`config.mk`:
```
export PLATFORM = sky130hd
export DESIGN_NAME = mac_result_drain
export DESIGN_NICKNAME = d
export VERILOG_FILES = /design/src/rtl/mac_result_drain.sv
export SDC_FILE = /design/constraint.sdc
export NUM_CORES = 1
export LEC_CHECK = 0
export CORE_ASPECT_RATIO = 0.8
export CORE_MARGIN = 2
export CORE_UTILIZATION = 38
export CTS_CLUSTER_SIZE = 14
export DETAILED_ROUTE_END_ITERATION = 16
export PLACE_DENSITY = 0.69
export SLEW_MARGIN = 10
export SYNTH_ARGS = -nofsm -noshare
export SYNTH_HDL_FRONTEND = slang
export SYNTH_SLANG_ARGS = --single-unit
```
`constraint.sdc`:
```
create_clock -name clk -period 2.6 [get_ports clk]
set_clock_uncertainty 0.05 [all_clocks]
set_input_delay 0.52 -clock clk [delete_from_list [all_inputs] [get_ports clk]]
set_output_delay 0.52 -clock clk [all_outputs]
set_load 0.02 [all_outputs]
```
`src/rtl/mac_result_drain.sv`:
```
// mac_result_drain
//   Unpacks one 56-bit packed accumulator word into 1, 2 or 4 signed lanes
//   and streams them out one lane per cycle. Each lane is sign-extended to
//   56 bits on the way out.
//
//   Ports
//     clk, rst              rising-edge clock; asynchronous active-high reset
//     in_valid/in_ready     input handshake for the packed word
//     in_data[55:0]         packed word, lane 0 in the LSBs
//     in_level[1:0]         00: 1x56b, 01: 2x28b, 10: 4x14b, 11: reserved
//     out_valid/out_ready   output handshake, one lane per beat
//     out_data[55:0]        current lane, sign-extended
//     out_lane[1:0]         index of the current lane
//     out_last              current lane is the final lane of the word
//     out_sat               current lane was clamped
//     err_level             sticky: a reserved level word was received
//
//   Build option
//     MAC_DRAIN_SAT_EN  clamp each lane to signed 16-bit and flag out_sat;
//                       when undefined lanes pass unclamped, out_sat = 0.
module mac_result_drain (
  input  logic        clk,
  input  logic        rst,
  input  logic        in_valid,
  output logic        in_ready,
  input  logic [55:0] in_data,
  input  logic [1:0]  in_level,
  output logic        out_valid,
  input  logic        out_ready,
  output logic [55:0] out_data,
  output logic [1:0]  out_lane,
  output logic        out_last,
  output logic        out_sat,
  output logic        err_level
);

  typedef enum logic {
    IDLE,
    DRAIN
  } state_t;

  state_t      state_q, state_d;
  logic [1:0]  lane_cnt_q, lane_cnt_d;
  logic [55:0] data_q, data_d;
  logic [1:0]  level_q, level_d;
  logic        err_q, err_d;

  logic [55:0] lane_raw;
  logic [55:0] lane_val;
  logic        lane_sat;
  logic [1:0]  last_idx;
  logic [27:0] lane28;
  logic [13:0] lane14;
  logic        is_last;
  logic        take;

  // Lane select and sign extension from the captured word.
  always_comb begin
    lane28   = '0;
    lane14   = '0;
    lane_raw = data_q;
    last_idx = 2'd0;
    case (level_q)
      2'b01: begin
        lane28   = lane_cnt_q[0] ? data_q[55:28] : data_q[27:0];
        lane_raw = {{28{lane28[27]}}, lane28};
        last_idx = 2'd1;
      end
      2'b10: begin
        case (lane_cnt_q)
          2'd0:    lane14 = data_q[13:0];
          2'd1:    lane14 = data_q[27:14];
          2'd2:    lane14 = data_q[41:28];
          default: lane14 = data_q[55:42];
        endcase
        lane_raw = {{42{lane14[13]}}, lane14};
        last_idx = 2'd3;
      end
      default: begin
        lane_raw = data_q;
        last_idx = 2'd0;
      end
    endcase
  end

`ifdef MAC_DRAIN_SAT_EN
  always_comb begin
    lane_val = lane_raw;
    lane_sat = 1'b0;
    if ($signed(lane_raw) > $signed(56'sd32767)) begin
      lane_val = 56'sd32767;
      lane_sat = 1'b1;
    end else if ($signed(lane_raw) < -$signed(56'sd32768)) begin
      lane_val = -56'sd32768;
      lane_sat = 1'b1;
    end
  end
`else
  always_comb begin
    lane_val = lane_raw;
    lane_sat = 1'b0;
  end
`endif

  // Outputs are pure functions of registered state, so the asynchronous
  // reset of the state register also forces every output immediately.
  always_comb begin
    is_last   = (state_q == DRAIN) && (lane_cnt_q == last_idx);
    out_valid = (state_q == DRAIN);
    out_data  = (state_q == DRAIN) ? lane_val : '0;
    out_lane  = (state_q == DRAIN) ? lane_cnt_q : '0;
    out_last  = is_last;
    out_sat   = (state_q == DRAIN) && lane_sat;
    err_level = err_q;
    // Accepting on the last beat lets the next word follow without a bubble.
    in_ready  = (state_q == IDLE) || (out_ready && is_last);
    take      = in_valid && in_ready;
  end

  always_comb begin
    state_d    = state_q;
    lane_cnt_d = lane_cnt_q;
    data_d     = data_q;
    level_d    = level_q;
    err_d      = err_q;

    if (state_q == DRAIN && out_ready) begin
      if (is_last) begin
        state_d    = IDLE;
        lane_cnt_d = '0;
      end else begin
        lane_cnt_d = lane_cnt_q + 2'd1;
      end
    end

    if (take) begin
      if (in_level == 2'b11) begin
        err_d = 1'b1;
      end else begin
        data_d     = in_data;
        level_d    = in_level;
        lane_cnt_d = '0;
        state_d    = DRAIN;
      end
    end
  end

  always_ff @(posedge clk or posedge rst) begin
    if (rst) begin
      state_q    <= IDLE;
      lane_cnt_q <= '0;
      data_q     <= '0;
      level_q    <= '0;
      err_q      <= 1'b0;
    end else begin
      state_q    <= state_d;
      lane_cnt_q <= lane_cnt_d;
      data_q     <= data_d;
      level_q    <= level_d;
      err_q      <= err_d;
    end
  end

endmodule

```
Fig. 1: run 1, floorplan with the power grid
Scale bar: 50 um. Pins as bars on the die edge.
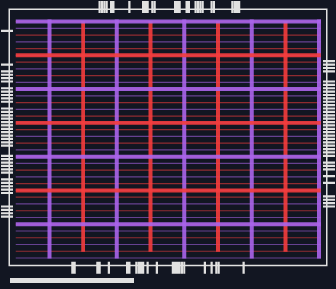
Key: purple = VSS; red = VDD
36 met1 rails follow the rows. 125 signal pins sit on the boundary. 7 straps on met5. 9 straps on met4. The core has 35 rows.
Placeable Area: 11700 um^2
die height: 103 um

Fig. 2: run 1, cells coloured by class
Fill, decap, tap and diode cells in grey.
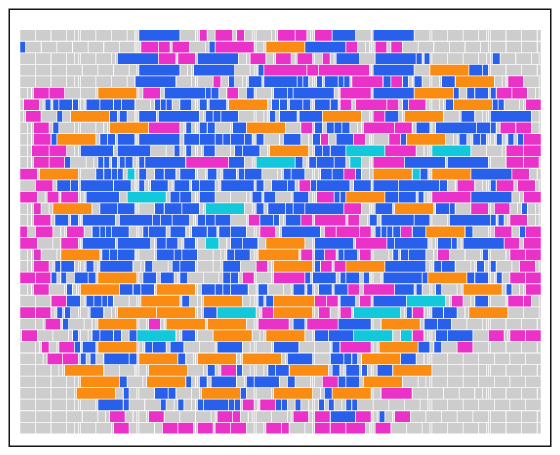
Key: magenta = other buffers and delay cells [cells 178]; orange = flops [cells 62]; blue = all other logic [cells 417]; cyan = clock drivers and dummy loads [cells 15]

Fig. 3: run 1, clock wires, drivers and flops
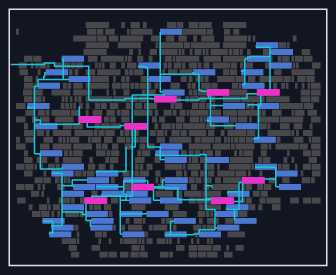
Key: magenta = cells driving clock nets [count 9]; blue = flip-flops [count 62]; cyan = clock wires [length 975 um]
Position of the flops: spread over the die.
worst skew pair latency: 340 ps

Fig. 4: run 1, routed metal, one colour a layer
Scale bar: 50 um. Only two layers are drawn.
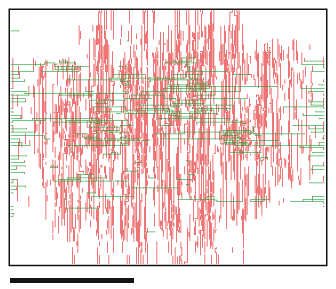
Key: red = met2 [wire length 8680 um]; green = met3 [wire length 1690 um]
via count: 5228
GRT Total Usage: 0.281
Routed WL per cell: 22.6 um
Final Routed Wirelength: 18600 um

## run 1: cells by family after synthesis
kind of cell,Yosys count,share of synthesized area
AND-OR/OR-AND,247,0.398
XOR/XNOR,2,0.00380
adder cells (fa/ha/maj),6,0.0163
buffers and inverters,163,0.137
flip-flops,62,0.336
multiplexers,28,0.0664
other,1,0.000813
AND/OR/NAND/NOR,36,0.0415
## run 1: worst paths after layout
path	endpoint	slack, ps	cells after the start
max in group asynchronous	data_q[19]	1490	3
hold reg to reg	err_level	450	1
setup reg to reg	data_q[14]	320	8
hold / removal	err_level	450	1
min in group asynchronous	data_q[53]	490	2
setup / recovery	out_data[35]	-260	7
## run 1: flip-flops by register name, indices dropped and copies added (netlist names)
| signal | flops |
|---|---|
| data_q | 56 |
| lane_cnt_q | 2 |
| level_q | 2 |
| err_level | 1 |
| out_valid | 1 |
==> metrics.cfg, run 1 <==
[global_route]
met3_usage = 0.0659
antenna_found_initial = 0
grt_first_pass_wirelength_um = 28200
grt_use_met1 = 0.383
first_global_vias = 5009
busiest_layer = met2
overflow = 0
grt_max_degree = 74
gr-usage-met2 = 0.458

[cells_and_area]
n_clock_buffer = 9
buffers_excl_clock = 178
seq_share = 0.207
n_all_inverters = 97
final-comb-area_um2 = 3220
utilization = 0.643
area_growth_pct = 63.0
flops = 62
logic_gates = 320
comb_area_share = 0.428
antenna_cells = 0
lay_top_count = inv_1
lay_top_cells = 92 x inv_1, 83 x o21ai_0, 64 x clkdlybuf4s50_1
n_fill_cell = 925
final-instance-count-excl-fill = 820
drive_gt1_frac = 0.348
largest_class = multi-input combinational cells
clk_share = 0.0384
buf_share = 0.253
final_cell_area_um2 = 7520
nets = 736
regArea_um2 = 1550

[flow_run]
warnings = 32
cap_violations = 0

[setup_path]
slowest_delay_ps = 530
end_kind = output port
worst_path_max_delay_cell = a221o_4
r2r-start = level_q[0]
crit_type = flop to output port
worst-path-buf-inv = 3
required_ps = 2030
crit_family = AND-OR/OR-AND gates
start_kind = flop
crit_chain = inv_2, ha_4, a21oi_2, a221o_4, buf_12, a221oi_4, buf_6
arrival_ps = 2290
cp_max_fo = 7
crit_start = lane_cnt_q[1]

[placed_design]
io_buffers = 123
dp.cells = 795
gp_congestion = 0.971
placed_area_um2 = 6910
dpl.hpwl_um = 12500
pre_cts_ws_ps = -373

[worst_hold_path]
worst_hold_path_type = flop to flop
hold_path_startpoint = err_level

[yosys]
flop_cell = dfrtp_1
yosysChipArea_um2 = 4610
yosys.stat.seqShare = 0.336
synth_area_per_cell_um2 = 8.47
top_cell_area_share = 0.336
synthArstFlopShare = 1.00
ys_warn_count = 0
edf_count = 0
synthTopCellsByArea = dfrtp_1 34%, o21ai_0 9.0%, o32ai_1 8.7%
synth_flops = 62
syn-num-nets = 613
top_area_cell = dfrtp_1
top_cell = inv_1
synth_cell_types = 40
synth.top_cells.by_count = 97 x inv_1, 83 x o21ai_0, 62 x dfrtp_1
ys_cells = 545
netlist_area_um2 = 4610
synth_cells = 545

[routing]
vias_per_cell = 6.38
wl_met3_um = 1690
dr.pass1.iters = 6
drt-met1-wl_um = 7790
drt_iter0_drc = 705
drc = 0
dr_wl_met2_um = 8680
antenna_left = 0
dr.max_layer_used = met4

[clocking]
root_buffer = clkbuf_16
clk_path_buf_depth = 2
cts_tree = built
cts_max_level = 3
cts_made_buffers = 9
post_cts_resized = 309
cts_setup_buffers = 4
clk_pin_slew_ps = 60
cts_hold_buf = 0

[sta]
fin_crit_ps = 2860
drv_slew = 0
rsz0062_at_grt = true
setup-violations-final = 51
timing.setup.tns_ps = -8560
fmax_mhz = 350
setup_slack_ps = -260
finalCritPeriodShare = 1.10
fin_hold_ws_ps = 445
tightest_slew_ps = 521
hold_viol_final = 0

[status]
violations = negative setup slack
status = finished, violations left

[floorplanning]
die_w_um = 127
die_area_um2 = 13000
taps = 148
initCoreUtil = 0.395
rows = 35
pin_count = 125

==> run 2, diff against run 1 <==
CORE_UTILIZATION = 45   (was 38)
MAX_ROUTING_LAYER = met4   (was unset)
PLACE_DENSITY = 0.79   (was 0.69)
==> run 2 against run 1 <==
Non-clock buffer count increased by 5. First-iteration DRC count grew 4.5%. Final area down 0.32%. Worst hold slack got worse by 25 ps. Global-route usage is 5.2 points higher. Largest cell class unchanged. The flow still finishes with violations (negative setup slack).
==> metrics.cfg, run 2 <==
[status]
status = finished, violations left
violations = negative setup slack

[routing]
wl_um = 18300  ; -1.5%
avgRoutedWirePerCell_um = 22.4  ; -1.3%
wl_met3_um = 1980  ; +18%
drt_iter0_drc = 737  ; +4.5%
dr.pass1.iters = 8  ; +2
drt-met1-wl_um = 7460  ; -4.1%
vias_per_cell = 6.57  ; +3.0%
drc = 0  ; unchanged
antenna_left = 0  ; unchanged
dr.max_layer_used = met4

[yosys]
synth_cell_types = 40  ; unchanged
ys_cells = 545  ; unchanged
yosys.area_share.simple = 0.0415  ; unchanged
netlist_area_um2 = 4610  ; unchanged
ys_warn_count = 0  ; unchanged
top_area_cell = dfrtp_1
flop_cell = dfrtp_1
synth_flops = 62  ; unchanged
synthArstFlopShare = 1.00  ; unchanged
top_cell_area_share = 0.336  ; unchanged
yosys.stat.seqShare = 0.336  ; unchanged
adder_share = 0.0163  ; unchanged
ys_sh_aoi = 0.398  ; unchanged
top_logic_kind = AND-OR/OR-AND gates
synthMuxAreaShare = 0.0664  ; unchanged
synth.top_cells.by_count = 97 x inv_1, 83 x o21ai_0, 62 x dfrtp_1
yosys.area_share.xor_xnor = 0.00380  ; unchanged
synth_cells = 545  ; unchanged

[global_route]
grt_usage = 0.333  ; +0.0518
grt_max_degree = 114  ; +54%
gr-usage-met2 = 0.504  ; +0.0456
grt_use_met1 = 0.455  ; +0.0719
overflow = 0  ; unchanged
busiest_layer = met2
antenna_found_initial = 0  ; unchanged
first_global_vias = 4979  ; -0.60%

[cells_and_area]
antenna_cells = 0  ; unchanged
lay_top_cells = 92 x inv_1, 83 x o21ai_0, 65 x clkdlybuf4s50_1
n_fill_cell = 670  ; -28%
nets = 741  ; +0.68%
area_growth_pct = 62.4
largest_reg_flops = 56  ; unchanged
drive_gt1_frac = 0.360  ; +0.0117
lay_top_count = inv_1
final-instance-count-excl-fill = 818  ; -0.24%

[sta]
fin_crit_ps = 2800  ; -60.0 ps
fin_hold_ws_ps = 421  ; -24.9 ps
rsz0062_at_grt = true
timing.setup.tns_ps = -7480  ; +1080 ps
setup-violations-final = 52  ; +2.0%
setup_slack_ps = -200  ; +60.0 ps
fmax_mhz = 357  ; +2.1%
hold_viol_final = 0  ; unchanged

[setup_path]
r2r_slack_ps = 210  ; -110 ps
crit_family = AND-OR/OR-AND gates
slowest_delay_ps = 500  ; -30 ps
required_ps = 2030  ; about the same
crit_type = flop to output port
cp_max_fo = 8  ; +1
end_kind = output port
crit_chain = inv_4, ha_4, a21oi_2, a221o_4, clkbuf_16, a221oi_4, buf_6
worst-path-buf-inv = 3  ; unchanged
worst_path_max_delay_cell = a221o_4

[worst_hold_path]
worst_hold_path_type = flop to flop

[clocking]
cts_max_level = 3  ; unchanged
clk_pin_slew_ps = 60  ; about the same
clk_path_buf_depth = 2  ; unchanged
cts_made_buffers = 9  ; unchanged
cts_tree = built
clk_latency_ps = 330  ; about the same
root_buffer = clkbuf_16

[placed_design]
placed_area_um2 = 6900  ; -0.22%
io_buffers = 123  ; unchanged
pre_cts_ws_ps = -290  ; +83.5 ps
dp.cells = 793  ; -0.25%
dpl.hpwl_um = 12100  ; -3.3%
gp_congestion = 0.963  ; -0.77%

[flow_run]
cap_violations = 0  ; unchanged
warnings = 34  ; +6.3%

[floorplanning]
initCoreUtil = 0.456  ; +0.0615
pin_count = 125  ; unchanged
die_area_um2 = 11100  ; -15%

## run 2: layout make-up
type	count	area, um^2	share of cell area
clock buffers	9	225	0.0300
clock inverters	7	98.8	0.0132
inverters	97	370	0.0494
multi-input cells	320	3170	0.422
flip-flops and latches	62	1550	0.207
well taps	140	175	0.0234
repair buffers	183	1910	0.254
## run 2: worst paths after layout
| check | from | to | depth (start not counted) |
|---|---|---|---|
| max | lane_cnt_q[0] | out_data[44] | 7 |
| min | err_level | err_level | 1 |
| max in group asynchronous | rst | data_q[3] | 3 |
| max reg2reg | level_q[1] | data_q[38] | 6 |
| min reg2reg | err_level | err_level | 1 |
| min in group asynchronous | rst | data_q[11] | 2 |
## run 2: repair_timing
item,CTS,global route
setup endpoints to repair,58,56
pin swaps,13,11
gates cloned,1,3
gates resized,319,30
buffers inserted,2,4
Fig. 5: run 2, floorplan with the power grid
Scale bar: 20 um. Pins as bars on the die edge.
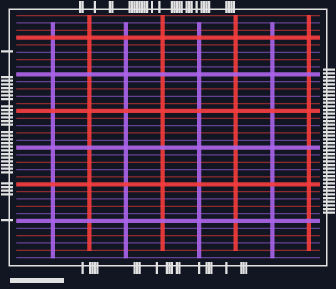
Placeable Area: 10100 um^2
Die Wd: 117 um

Fig. 6: run 2, cells coloured by class
Fill, decap, tap and diode cells in grey.
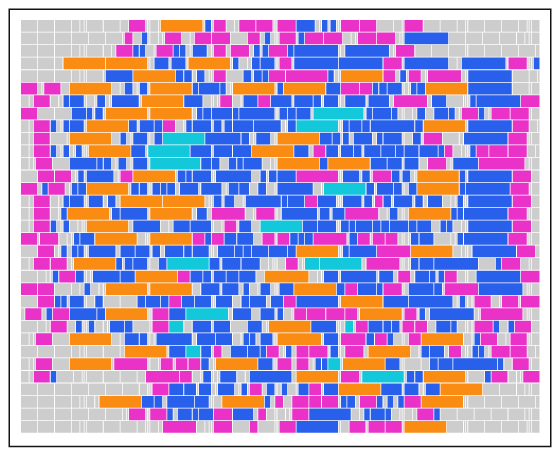
Key: blue = all other logic [cells 417]; magenta = other buffers and delay cells [cells 183]; cyan = clock drivers and dummy loads [cells 16]; orange = flops [cells 62]
Placement Rows: 33
flop share of the area: 0.207
post-route cell area: 7500 um^2
fin util: 0.741

